`config.mk`:
```
export PLATFORM = sky130hd
export DESIGN_NAME = bambu_slave_port_master_flat
export DESIGN_NICKNAME = d
export VERILOG_FILES = /design/src/rtl/bambu_slave_pkg.sv /design/src/rtl/bambu_slave_port_master_if.sv /design/src/rtl/bambu_sat_counter.sv /design/src/rtl/bambu_slave_port_master.sv /design/src/flat_wrapper.sv
export SDC_FILE = /design/constraint.sdc
export NUM_CORES = 1
export LEC_CHECK = 0
export CAP_MARGIN = 20
export CORE_MARGIN = 1.5
export CORE_UTILIZATION = 38
export CTS_CLUSTER_DIAMETER = 60
export DETAILED_ROUTE_END_ITERATION = 8
export PLACE_DENSITY_LB_ADDON = 0.05
export RECOVER_POWER = 50
export SETUP_SLACK_MARGIN = 0.1
export SYNTH_ARGS = -nofsm -noshare
export SYNTH_HDL_FRONTEND = slang
export SYNTH_SLANG_ARGS = --single-unit
```
`constraint.sdc`:
```
create_clock -name clock -period 13.1 [get_ports clock]
set_input_delay 2.62 -clock clock [delete_from_list [all_inputs] [get_ports clock]]
set_output_delay 2.62 -clock clock [all_outputs]
set_load 0.05 [all_outputs]
```
`src/rtl/bambu_slave_pkg.sv`:
```
// Shared types and constants for the Bambu slave-port initiator.
// Op codes, FSM states and channel-0 slicing constants.
package bambu_slave_pkg;

    typedef enum logic [1:0] {
        OP_WRITE   = 2'd0,
        OP_READ    = 2'd1,
        OP_RUN     = 2'd2,
        OP_ILLEGAL = 2'd3
    } op_e;

    typedef enum logic [2:0] {
        StIdle,
        StIssue,
        StWait,
        StRun,
        StResp
    } state_e;

    // Access size field carries the size in bits; only byte accesses are issued.
    localparam int unsigned SIZE_BYTE = 8;

    // Only channel 0 of the core slave port is ever driven.
    localparam int unsigned CH0 = 0;

endpackage

```
`src/rtl/bambu_slave_port_master_if.sv`:
```
// Command/response stream plus the Bambu core slave-memory port and start/done pair.
// The master modport is the initiator side; slave is the sequencer/core side.
interface bambu_slave_port_master_if #(
    parameter int unsigned N_CH   = 2,
    parameter int unsigned ADDR_W = 7,
    parameter int unsigned DATA_W = 8,
    parameter int unsigned SIZE_W = 4,
    parameter int unsigned CNT_W  = 32
) ();

    logic                     cmd_valid;
    logic                     cmd_ready;
    logic [1:0]               cmd_op;
    logic [ADDR_W-1:0]        cmd_addr;
    logic [DATA_W-1:0]        cmd_wdata;

    logic                     rsp_valid;
    logic                     rsp_ready;
    logic [DATA_W-1:0]        rsp_rdata;
    logic [CNT_W-1:0]         rsp_cycles;
    logic                     rsp_err;

    logic [N_CH-1:0]          S_oe_ram;
    logic [N_CH-1:0]          S_we_ram;
    logic [N_CH*ADDR_W-1:0]   S_addr_ram;
    logic [N_CH*DATA_W-1:0]   S_Wdata_ram;
    logic [N_CH*SIZE_W-1:0]   S_data_ram_size;
    logic [N_CH*DATA_W-1:0]   Sout_Rdata_ram;
    logic [N_CH-1:0]          Sout_DataRdy;

    logic                     start_port;
    logic                     done_port;

    modport master (
        input  cmd_valid, cmd_op, cmd_addr, cmd_wdata, rsp_ready,
        input  Sout_Rdata_ram, Sout_DataRdy, done_port,
        output cmd_ready, rsp_valid, rsp_rdata, rsp_cycles, rsp_err,
        output S_oe_ram, S_we_ram, S_addr_ram, S_Wdata_ram, S_data_ram_size, start_port
    );

    modport slave (
        output cmd_valid, cmd_op, cmd_addr, cmd_wdata, rsp_ready,
        output Sout_Rdata_ram, Sout_DataRdy, done_port,
        input  cmd_ready, rsp_valid, rsp_rdata, rsp_cycles, rsp_err,
        input  S_oe_ram, S_we_ram, S_addr_ram, S_Wdata_ram, S_data_ram_size, start_port
    );

endinterface

```
`src/rtl/bambu_sat_counter.sv`:
```
// Saturating up-counter with synchronous clear and enable.
// Clear together with enable restarts the count at 1.
module bambu_sat_counter #(
    parameter int unsigned CNT_W = 32
) (
    input  logic             clock,
    input  logic             reset,
    input  logic             clr,
    input  logic             en,
    output logic [CNT_W-1:0] count
);

    logic [CNT_W-1:0] count_q, count_d, base;

    always_comb begin
        base    = clr ? '0 : count_q;
        count_d = base;
        if (en && (base != '1)) begin
            count_d = base + CNT_W'(1);
        end
    end

    always_ff @(posedge clock or posedge reset) begin
        if (reset) begin
            count_q <= '0;
        end else begin
            count_q <= count_d;
        end
    end

    assign count = count_q;

endmodule

```
`src/rtl/bambu_slave_port_master.sv`:
```
// Initiator for the slave memory port of a Bambu HLS core: byte writes/reads into
// core memories and a start/done run with cycle count, driven by a cmd/rsp stream.
module bambu_slave_port_master
    import bambu_slave_pkg::*;
#(
    parameter int unsigned N_CH    = 2,
    parameter int unsigned ADDR_W  = 7,
    parameter int unsigned DATA_W  = 8,
    parameter int unsigned SIZE_W  = 4,
    parameter int unsigned TIMEOUT = 64,
    parameter int unsigned CNT_W   = 32
) (
    input logic                       clock,
    input logic                       reset,
    bambu_slave_port_master_if.master bus
);

    state_e             state_q, state_d;
    op_e                op_q;

    logic               cmd_hs, rdy0, issue_entry, resp_exit;
    logic               to_clr, to_en, run_clr, run_en;
    logic [CNT_W-1:0]   to_count, run_count;
    logic [DATA_W-1:0]  cap_rdata;

    logic               rsp_load, rsp_err_d;
    logic [DATA_W-1:0]  rsp_rdata_d;
    logic [CNT_W-1:0]   rsp_cycles_d;

    logic               cmd_ready_q, oe_q, we_q, start_q;
    logic               rsp_valid_q, rsp_err_q;
    logic [DATA_W-1:0]  rsp_rdata_q;
    logic [CNT_W-1:0]   rsp_cycles_q;
    logic [ADDR_W-1:0]  addr_q;
    logic [DATA_W-1:0]  wdata_q;
    logic [SIZE_W-1:0]  size_q;

    logic               unused_in;

    assign cmd_hs      = bus.cmd_valid & cmd_ready_q;
    assign rdy0        = bus.Sout_DataRdy[CH0];
    assign cap_rdata   = (op_q == OP_READ) ? bus.Sout_Rdata_ram[CH0*DATA_W +: DATA_W] : '0;
    assign issue_entry = (state_q == StIdle) && (state_d == StIssue);
    assign resp_exit   = (state_q == StResp) && (state_d == StIdle);

    bambu_sat_counter #(
        .CNT_W (CNT_W)
    ) u_timeout_cnt (
        .clock (clock),
        .reset (reset),
        .clr   (to_clr),
        .en    (to_en),
        .count (to_count)
    );

    bambu_sat_counter #(
        .CNT_W (CNT_W)
    ) u_run_cnt (
        .clock (clock),
        .reset (reset),
        .clr   (run_clr),
        .en    (run_en),
        .count (run_count)
    );

    always_comb begin
        state_d      = state_q;
        to_clr       = 1'b0;
        to_en        = 1'b0;
        run_clr      = 1'b0;
        run_en       = 1'b0;
        rsp_load     = 1'b0;
        rsp_err_d    = 1'b0;
        rsp_rdata_d  = '0;
        rsp_cycles_d = '0;
        case (state_q)
            StIdle: begin
                if (cmd_hs) begin
                    case (op_e'(bus.cmd_op))
                        OP_WRITE, OP_READ: state_d = StIssue;
                        OP_RUN: begin
                            // Clear+enable lands the run count at 1 in the start cycle.
                            state_d = StRun;
                            run_clr = 1'b1;
                            run_en  = 1'b1;
                        end
                        default: begin
                            state_d   = StResp;
                            rsp_load  = 1'b1;
                            rsp_err_d = 1'b1;
                        end
                    endcase
                end
            end
            StIssue: begin
                to_clr = 1'b1;
                if (rdy0) begin
                    state_d     = StResp;
                    rsp_load    = 1'b1;
                    rsp_rdata_d = cap_rdata;
                end else begin
                    state_d = StWait;
                end
            end
            StWait: begin
                to_en = 1'b1;
                if (rdy0) begin
                    state_d     = StResp;
                    rsp_load    = 1'b1;
                    rsp_rdata_d = cap_rdata;
                end else if (to_count == CNT_W'(TIMEOUT - 2)) begin
                    // Count reaches TIMEOUT-1 on this edge: give up.
                    state_d   = StResp;
                    rsp_load  = 1'b1;
                    rsp_err_d = 1'b1;
                end
            end
            StRun: begin
                if (bus.done_port) begin
                    state_d      = StResp;
                    rsp_load     = 1'b1;
                    rsp_cycles_d = run_count;
                end else begin
                    run_en = 1'b1;
                end
            end
            StResp: begin
                if (bus.rsp_ready) begin
                    state_d = StIdle;
                end
            end
            default: state_d = StIdle;
        endcase
    end

    always_ff @(posedge clock or posedge reset) begin
        if (reset) begin
            state_q <= StIdle;
            op_q    <= OP_WRITE;
        end else begin
            state_q <= state_d;
            if (cmd_hs) begin
                op_q <= op_e'(bus.cmd_op);
            end
        end
    end

    // Outputs are registered from next-state so they change only on clock edges.
    always_ff @(posedge clock or posedge reset) begin
        if (reset) begin
            cmd_ready_q  <= 1'b0;
            oe_q         <= 1'b0;
            we_q         <= 1'b0;
            start_q      <= 1'b0;
            rsp_valid_q  <= 1'b0;
            rsp_err_q    <= 1'b0;
            rsp_rdata_q  <= '0;
            rsp_cycles_q <= '0;
            addr_q       <= '0;
            wdata_q      <= '0;
            size_q       <= '0;
        end else begin
            cmd_ready_q <= (state_d == StIdle);
            oe_q        <= issue_entry && (bus.cmd_op == OP_READ);
            we_q        <= issue_entry && (bus.cmd_op == OP_WRITE);
            start_q     <= (state_q == StIdle) && (state_d == StRun);
            rsp_valid_q <= (state_d == StResp);

            if (issue_entry) begin
                addr_q  <= bus.cmd_addr;
                wdata_q <= (bus.cmd_op == OP_WRITE) ? bus.cmd_wdata : '0;
                size_q  <= SIZE_W'(SIZE_BYTE);
            end else if ((state_d != StIssue) && (state_d != StWait)) begin
                addr_q  <= '0;
                wdata_q <= '0;
                size_q  <= '0;
            end

            if (rsp_load) begin
                rsp_err_q    <= rsp_err_d;
                rsp_rdata_q  <= rsp_rdata_d;
                rsp_cycles_q <= rsp_cycles_d;
            end else if (resp_exit) begin
                rsp_err_q    <= 1'b0;
                rsp_rdata_q  <= '0;
                rsp_cycles_q <= '0;
            end
        end
    end

    assign bus.cmd_ready       = cmd_ready_q;
    assign bus.rsp_valid       = rsp_valid_q;
    assign bus.rsp_rdata       = rsp_rdata_q;
    assign bus.rsp_cycles      = rsp_cycles_q;
    assign bus.rsp_err         = rsp_err_q;
    assign bus.start_port      = start_q;
    assign bus.S_oe_ram        = N_CH'(oe_q);
    assign bus.S_we_ram        = N_CH'(we_q);
    assign bus.S_addr_ram      = (N_CH*ADDR_W)'(addr_q);
    assign bus.S_Wdata_ram     = (N_CH*DATA_W)'(wdata_q);
    assign bus.S_data_ram_size = (N_CH*SIZE_W)'(size_q);

    // Other channels' read data and ready are deliberately ignored.
    assign unused_in = ^{bus.Sout_Rdata_ram, bus.Sout_DataRdy};

endmodule

```
`src/flat_wrapper.sv`:
```
// flat-port wrapper written by rule: the top's interface ports become plain ports
module bambu_slave_port_master_flat import bambu_slave_pkg::*;
#(
    parameter int unsigned N_CH    = 2,
    parameter int unsigned ADDR_W  = 7,
    parameter int unsigned DATA_W  = 8,
    parameter int unsigned SIZE_W  = 4,
    parameter int unsigned TIMEOUT = 64,
    parameter int unsigned CNT_W   = 32
)
  (clock, reset, bus_cmd_valid, bus_cmd_op, bus_cmd_addr, bus_cmd_wdata, bus_rsp_ready, bus_Sout_Rdata_ram, bus_Sout_DataRdy, bus_done_port, bus_cmd_ready, bus_rsp_valid, bus_rsp_rdata, bus_rsp_cycles, bus_rsp_err, bus_S_oe_ram, bus_S_we_ram, bus_S_addr_ram, bus_S_Wdata_ram, bus_S_data_ram_size, bus_start_port);
  bambu_slave_port_master_if #(.N_CH(N_CH), .ADDR_W(ADDR_W), .DATA_W(DATA_W), .SIZE_W(SIZE_W), .CNT_W(CNT_W)) bus_i ();
  input logic clock;
  input logic reset;
  input wire logic [$bits(bus_i.cmd_valid)-1:0] bus_cmd_valid;
  input wire logic [$bits(bus_i.cmd_op)-1:0] bus_cmd_op;
  input wire logic [$bits(bus_i.cmd_addr)-1:0] bus_cmd_addr;
  input wire logic [$bits(bus_i.cmd_wdata)-1:0] bus_cmd_wdata;
  input wire logic [$bits(bus_i.rsp_ready)-1:0] bus_rsp_ready;
  input wire logic [$bits(bus_i.Sout_Rdata_ram)-1:0] bus_Sout_Rdata_ram;
  input wire logic [$bits(bus_i.Sout_DataRdy)-1:0] bus_Sout_DataRdy;
  input wire logic [$bits(bus_i.done_port)-1:0] bus_done_port;
  output wire logic [$bits(bus_i.cmd_ready)-1:0] bus_cmd_ready;
  output wire logic [$bits(bus_i.rsp_valid)-1:0] bus_rsp_valid;
  output wire logic [$bits(bus_i.rsp_rdata)-1:0] bus_rsp_rdata;
  output wire logic [$bits(bus_i.rsp_cycles)-1:0] bus_rsp_cycles;
  output wire logic [$bits(bus_i.rsp_err)-1:0] bus_rsp_err;
  output wire logic [$bits(bus_i.S_oe_ram)-1:0] bus_S_oe_ram;
  output wire logic [$bits(bus_i.S_we_ram)-1:0] bus_S_we_ram;
  output wire logic [$bits(bus_i.S_addr_ram)-1:0] bus_S_addr_ram;
  output wire logic [$bits(bus_i.S_Wdata_ram)-1:0] bus_S_Wdata_ram;
  output wire logic [$bits(bus_i.S_data_ram_size)-1:0] bus_S_data_ram_size;
  output wire logic [$bits(bus_i.start_port)-1:0] bus_start_port;
  assign bus_i.cmd_valid = bus_cmd_valid;
  assign bus_i.cmd_op = bus_cmd_op;
  assign bus_i.cmd_addr = bus_cmd_addr;
  assign bus_i.cmd_wdata = bus_cmd_wdata;
  assign bus_i.rsp_ready = bus_rsp_ready;
  assign bus_i.Sout_Rdata_ram = bus_Sout_Rdata_ram;
  assign bus_i.Sout_DataRdy = bus_Sout_DataRdy;
  assign bus_i.done_port = bus_done_port;
  assign bus_cmd_ready = bus_i.cmd_ready;
  assign bus_rsp_valid = bus_i.rsp_valid;
  assign bus_rsp_rdata = bus_i.rsp_rdata;
  assign bus_rsp_cycles = bus_i.rsp_cycles;
  assign bus_rsp_err = bus_i.rsp_err;
  assign bus_S_oe_ram = bus_i.S_oe_ram;
  assign bus_S_we_ram = bus_i.S_we_ram;
  assign bus_S_addr_ram = bus_i.S_addr_ram;
  assign bus_S_Wdata_ram = bus_i.S_Wdata_ram;
  assign bus_S_data_ram_size = bus_i.S_data_ram_size;
  assign bus_start_port = bus_i.start_port;
  bambu_slave_port_master #(.N_CH(N_CH), .ADDR_W(ADDR_W), .DATA_W(DATA_W), .SIZE_W(SIZE_W), .TIMEOUT(TIMEOUT), .CNT_W(CNT_W)) u_core (.clock(clock), .reset(reset), .bus(bus_i));
endmodule
```
Run 1, clock wiring as the flow saved it:
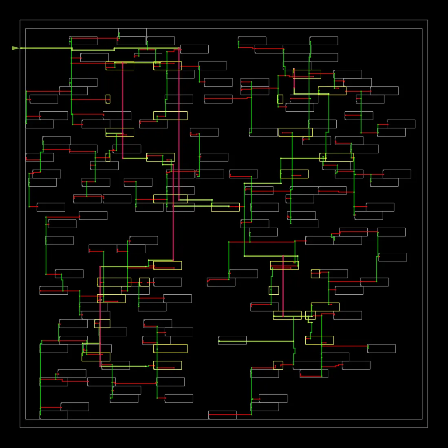
Fin Clk Skew: 0.009076 ns
# clk buffers: 20
worst skew pair latency: 0.43 ns

Run 1, where the registers sit:
Bar = 50 µm. Other sequential cells in the stronger gray, the rest of the logic in the fainter gray.
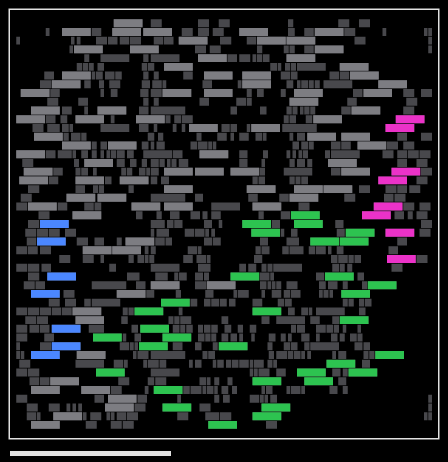
Green shows `u_core.u_timeout_cnt.count`, placed flops 32. Blue shows `u_core.addr_q`, placed flops 7. Magenta shows `u_core.bus.rsp_rdata`, placed flops 8, where middle right.
Another 84 sequential cells are not colored.

Run 1, selected gate families:
Bar = 50 µm.
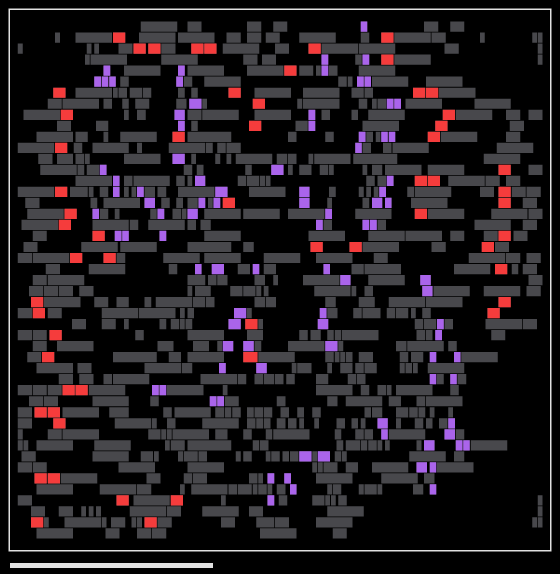
Red shows AND-OR and OR-AND gates, cells 58, where widely spread. Purple shows inverting AOI/OAI gates, cells 92.
Comb/total area: 0.3546
most numerous logic cell after layout: dfrtp_1
Finished Layout Cells: 945

-- run 1: cells in the mapped netlist, types with 5 or more instances --
library cell,n
inv_1,6
a21oi_1,39
dfrtp_1,131
and2_1,6
a22o_1,55
or4_1,11
mux2i_1,10
or3_1,30
clkbuf_1,21
o21ai_0,25
nand3_1,29
o31ai_1,13
nand4_1,22
and3_1,6
nor3_1,13
nor4_1,19
nor2_1,16
xor2_1,8
buf_4,28
or2_2,11
xnor2_1,6
and4_1,5
nand2_1,55
buf_2,5
-- run 1: per-stage QoR --
| stage | hold WS [ns] | std cells | setup slack [ns] | utilization |
|---|---|---|---|---|
| 2_1_floorplan | 0.4744 | 650 | 6.982 | - |
| 3_3_place_gp | 0.4844 | 913 | 6.708 | 0.4501 |
| 3_5_place_dp | 0.4810 | 913 | 6.583 | 0.4501 |
| 4_1_cts | 0.5013 | 945 | 7.047 | 0.4893 |
| 5_1_grt | 0.5194 | 945 | 6.753 | 0.4858 |
| 6_report | 0.4962 | 945 | 7.031 | 0.4858 |
-- run 1: cell type report --
cell class,instances,area (µm²),share of cell area
Clock buffer,20,446.7,0.05544
Clock inverter,12,202.7,0.02516
Inverter,7,27.53,0.003417
Multi-Input combinational cell,455,2856,0.3546
Sequential cell,131,3278,0.4069
Tap cell,220,275.3,0.03417
Timing Repair Buffer,100,969.7,0.1204
-- run 1: power groups by stage --
| stage | Sequential, mW | Combinational, mW | Clock (mW) |
|---|---|---|---|
| after floorplan | 0.539 | 0.169 | 0 |
| after global placement | 0.480 | 0.318 | 0 |
| after detailed placement | 0.481 | 0.322 | 0 |
| after CTS | 0.474 | 0.323 | 0.537 |
| after global routing | 0.481 | 0.337 | 0.557 |
| final | 0.474 | 0.313 | 0.527 |
==> out/metrics.cfg, run 1 <==
[outcome]
status=finished, violations left
violations=capacitance limit, slew limit

[floorplanning]
die_w_um=133.3
fp.dieH_um=133.3
core_mm2=0.01658

[route]
drc=0
route.met3.wl_um=811
routedWlPerCell_um=17.45

[clocking]
clock_path_buffers=2
cts_inserted_buffers=17
clock-root-buffer=clkbuf_16
clkSlewWorstSetupHoldPaths_ns=0.06

[worst_setup_path]
startpoint_type=input pin
critPathCapture=u_core.u_run_cnt.count[29]$_DFF_PP0_
r2r-end=u_core.u_timeout_cnt.count[1]$_DFF_PP0_
reg2reg_from=u_core.state_q[2]$_DFF_PP0_
rrSetupSlack_ns=8.37
cp-startpoint=bus_cmd_op[1]

[synthesis]
yosys_area_mm2=0.006452
seq_area_frac_synth=0.5080
synth_cell_types=59
syn-instance-count=627
logic_family=simple AND/OR/NAND/NOR gates
yosysTopAreaCellShare=0.5080
yosysWarnings=0

[global_route]
busiest_layer=met2
grt_use_met2=0.2864
grt_remaining_overflow=0
grt.met3_usage=0.05251
grt_max_degree=67

[power]
ir_drop_v=0.0001047
cell_internal_pwr_mw=0.8834
power_density_mw_per_mm2=163.1

[flow_run]
stage_log_warnings=35
maxCapViolations=3

[worst_hold_path]
hold_class=reg2reg
hold-path-cell-count=1

[placed_design]
place_congestion=0.8197

[cells_and_area]
area_delta_synth_final_pct=24.86

[final_timing]
slew_viol_final=118
slew_headroom=-1.011

==> inputs of run 2 (changes only) <==
Clock period 13.1 ns to 5.35 ns, I/O delays scaled along.
Run 2, clock wiring as the flow saved it:
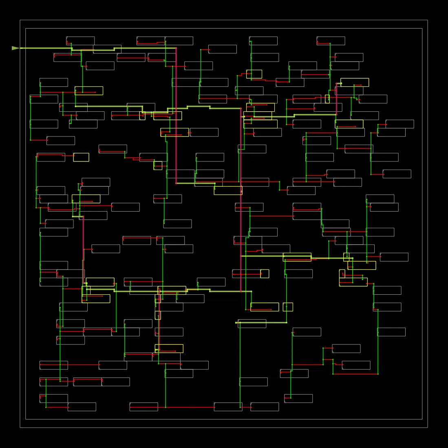
TritonCTS Buffers: 17
Fin Clk Skew: 0.007795 ns
Clock net power: 1.08 mW
Clock Sinks: 131

==> out/metrics.cfg, run 2 <==
[outcome]
status=finished, violations left
violations=capacitance limit, slew limit

[cells_and_area]
nets=760
final_util=0.4845
mostFrequentLayoutCell=dfrtp_1
mostFrequentLayoutCells=131 x dfrtp_1, 88 x clkdlybuf4s50_1, 55 x nand2_1, 55 x a22o_1, 39 x a21oi_1
mi_logic_area_mm2=0.002882
fin_cells=949
seq_area_mm2=0.003278
area_delta_synth_final_pct=24.51

[worst_hold_path]
hold-path-cell-count=1
hold_class=reg2reg

[final_timing]
setup_viol=0
setup_ws_ns=1.312
holdWs_ns=0.4968
slew_headroom=-0.9559
rsz0062_at_grt=false
slew_viol_final=66
finalHoldViolations=0

[flow_run]
maxCapViolations=2
stage_log_warnings=35

[synthesis]
yosys_cells=627
synth_cell_types=59
most_common_cell=dfrtp_1
syn-instance-count=627
edf_count=0
yosysWarnings=0
syn_area_mm2=0.006452
seq_area_frac_synth=0.5080
top_cells_by_count=131 x dfrtp_1, 55 x a22o_1, 55 x nand2_1
yosysTopAreaCellShare=0.5080
yosys_area_mm2=0.006452

[worst_setup_path]
reg2reg_from=u_core.state_q[2]$_DFF_PP0_
rrSetupSlack_ns=1.82
arrival_ns=4.37
crit_top_cell=nand4_1
crit_type=in2reg
r2r-end=u_core.u_timeout_cnt.count[15]$_DFF_PP0_
startpoint_type=input pin

[global_route]
grt_pass1_wl_um=27720
grt.met3_usage=0.04795
grt_use_met2=0.2827
grt_remaining_overflow=0
grt_max_degree=66
busiest_layer=met1

[route]
vias_per_cell=5.602
drc=0
routedWlPerCell_um=17.30
route.met3.wl_um=761
met2_wirelength_um=7208

[power]
pg_comb_mw=0.801
ir_drop_v=0.0002278
top_power_group=sequential cells
power_density_mw_per_mm2=379.1
cell_internal_pwr_mw=2.004
p_seq_mw=1.16

[floorplanning]
die_w_um=133.3
fp.dieH_um=133.3
core_mm2=0.01658

[placed_design]
dpl_worst_slack_ns=0.8650
placed_cells=918
place_congestion=0.8320

[clocking]
worst_skew_pair.late_latency_ns=0.42
clkSlewWorstSetupHoldPaths_ns=0.06
clock_path_buffers=2
clock-root-buffer=clkbuf_16

run 2: cell types whose count changed in the layout (fill, tap and decap cells not counted), sizes merged:
| cell | previous run | this run |
|---|---|---|
| clkdlybuf4s50 | 80 | 88 |
| clkinvlp | 2 | 4 |
| clkbuf | 23 | 22 |
| buf | 5 | 12 |
| inv | 7 | 5 |
| bufinv | 5 | 1 |
| clkinv | 5 | 7 |
| dlygate4sd3 | 12 | 4 |
run 2: worst max-delay path by stage:
stage                                                     endpoint  slack, ns  cells after the start     startpoint
after floorplan                       u_core.addr_q[0]$_DFFE_PP0P_       0.78                      1          reset
after global routing      u_core.u_timeout_cnt.count[22]$_DFF_PP0_       0.85                      3          reset
final                         u_core.u_run_cnt.count[28]$_DFF_PP0_       1.31                     10  bus_cmd_op[0]
after CTS                     u_core.u_run_cnt.count[28]$_DFF_PP0_       1.32                     11  bus_cmd_op[1]
after detailed placement      u_core.u_run_cnt.count[28]$_DFF_PP0_       0.86                     11  bus_cmd_op[1]
after global placement        u_core.u_run_cnt.count[28]$_DFF_PP0_       0.99                     11  bus_cmd_op[1]
run 2: logic make-up (layout without fill, tap and decap cells):
kind of cell	after synthesis	count (layout)	synth area share
other cells	1	24	0.0005812
simple gates	250	250	0.2238
xor+xnor	14	14	0.01900
compound gates	150	150	0.1631
fa+ha+maj	2	2	0.003878
flops	131	131	0.5080
buf+inv	64	143	0.05681
mux	15	15	0.02482
run 2: area by class of cell:
class | count | share of cell area
Sequential cell | 131 | 0.4080
Clock buffer | 20 | 0.05684
Clock inverter | 10 | 0.01075
Tap cell | 220 | 0.03426
Inverter | 7 | 0.003426
Timing Repair Buffer | 106 | 0.1280
Multi-Input combinational cell | 455 | 0.3587
==> inputs of run 3 (changes only) <==
Clock period 5.35 ns to 3.7 ns, I/O delays scaled along.
Run 3, ports around the boundary:
Pins as bars across the die edge, other pins in gray.
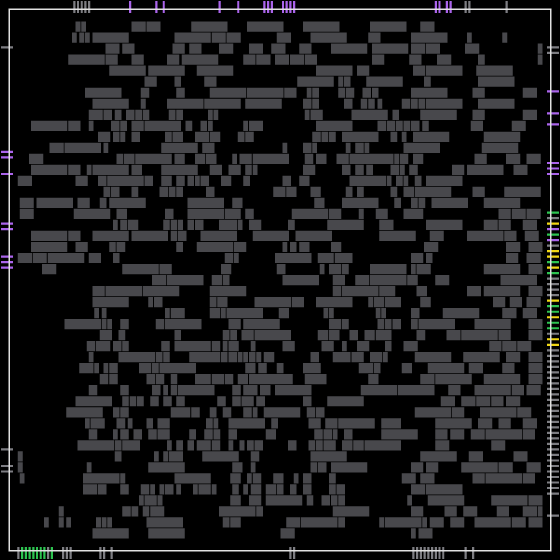
Purple shows `bus_rsp_cycles`, pins 32, direction output, edge 16 top, 8 left, 8 right. Yellow shows `bus_rsp_rdata`, pins 8, direction output, edge right. Green shows `bus_Sout_Rdata_ram`, pins 16, direction input, edge 8 right, 8 bottom.
IO buf count: 92
Die X-Extent: 133.3 µm
DIE HEIGHT: 133.3 µm

==> out/metrics.cfg, run 3 <==
[outcome]
status=finished, violations left
violations=capacitance limit, slew limit

[clocking]
cts.sinks=131
worst_skew_pair.late_latency_ns=0.42
clock-root-buffer=clkbuf_16
cts_inserted_buffers=17
clock_path_buffers=2
clkSlewWorstSetupHoldPaths_ns=0.05

[route]
route.met3.wl_um=690
drc=0
met2_wirelength_um=7198
routedWlPerCell_um=17.24
vias_per_cell=5.526

[placed_design]
place_congestion=0.8622
dpl_worst_slack_ns=0.1705
placed_cells=926

[cells_and_area]
fin_cells=953
seq_area_mm2=0.003278
nets=767
area_delta_synth_final_pct=25.32
mostFrequentLayoutCells=131 x dfrtp_1, 69 x clkdlybuf4s50_1, 55 x nand2_1, 55 x a22o_1, 39 x a21oi_1
final_util=0.4876
mi_logic_area_mm2=0.002887

[synthesis]
yosys_area_mm2=0.006452
synthAdderAreaFrac=0.003878
yosysWarnings=0
syn_area_mm2=0.006452
numSynthFlops=131
top_cells_by_count=131 x dfrtp_1, 55 x a22o_1, 55 x nand2_1
edf_count=0
logic_family=simple AND/OR/NAND/NOR gates
simple_gate_area_frac=0.2238
synth_cell_types=59
mux_share=0.02482
yosys_cells=627
syn-instance-count=627
ys_sh_xor=0.01900
yosysTopAreaCellShare=0.5080
compound_area_frac=0.1631

[global_route]
grt_use_met2=0.2853
grt_remaining_overflow=0
grt_pass1_wl_um=26690
busiest_layer=met2
grt.met3_usage=0.03729

[final_timing]
slew_viol_final=10
slew_headroom=-0.06048
setup_viol=0
rsz0062_at_grt=false
finalHoldViolations=0

[power]
ir_drop_v=0.0003494

[worst_hold_path]
hold_class=reg2reg

[floorplanning]
core_mm2=0.01658

[worst_setup_path]
crit_type=reg2reg
arrival_ns=3.55

[flow_run]
stage_log_warnings=35
maxCapViolations=1

run 3: cell counts after synthesis:
Identical to the previous run, type by type.
run 3: worst max-delay path, delay by kind of cell (launching register included):
| kind | cells | cell delay, ns |
|---|---|---|
| flops | 1 | 0.47 |
| buf+inv | 1 | 0.32 |
| fa+ha+maj | 1 | 0.25 |
| simple gates | 6 | 1.77 |
| mux | 1 | 0.31 |
run 3: path summary, 6_finish.rpt:
kind | start | cells after the start | endpoint | slack (ns)
min | u_core.bus.rsp_cycles[23]$_DFFE_PP0P_ | 1 | u_core.bus.rsp_cycles[23]$_DFFE_PP0P_ | 0.49
max | u_core.state_q[0]$_DFF_PP0_ | 9 | u_core.u_timeout_cnt.count[1]$_DFF_PP0_ | 0.45
min in group asynchronous | reset | 2 | u_core.bus.rsp_cycles[25]$_DFFE_PP0P_ | 1.10
max in group asynchronous | reset | 3 | u_core.u_run_cnt.count[30]$_DFF_PP0_ | 0.70
min reg2reg | u_core.bus.rsp_cycles[23]$_DFFE_PP0P_ | 1 | u_core.bus.rsp_cycles[23]$_DFFE_PP0P_ | 0.49
max reg2reg | u_core.state_q[0]$_DFF_PP0_ | 9 | u_core.u_timeout_cnt.count[1]$_DFF_PP0_ | 0.45
run 3: power by group:
group	switching (mW)	internal (mW)
clock network	0.589	1.02
logic	0.777	0.365
registers	0.104	1.56
total	1.47	2.95
run 3: area by class of cell:
type | instances | area share
flip-flops and latches | 131 | 0.4054
multi-input cells | 455 | 0.3570
repair buffers | 113 | 0.1318
clock buffers | 21 | 0.05818
well taps | 220 | 0.03404
clock inverters | 6 | 0.01021
inverters | 7 | 0.003404
Power is estimated from default activity; no workload was simulated.
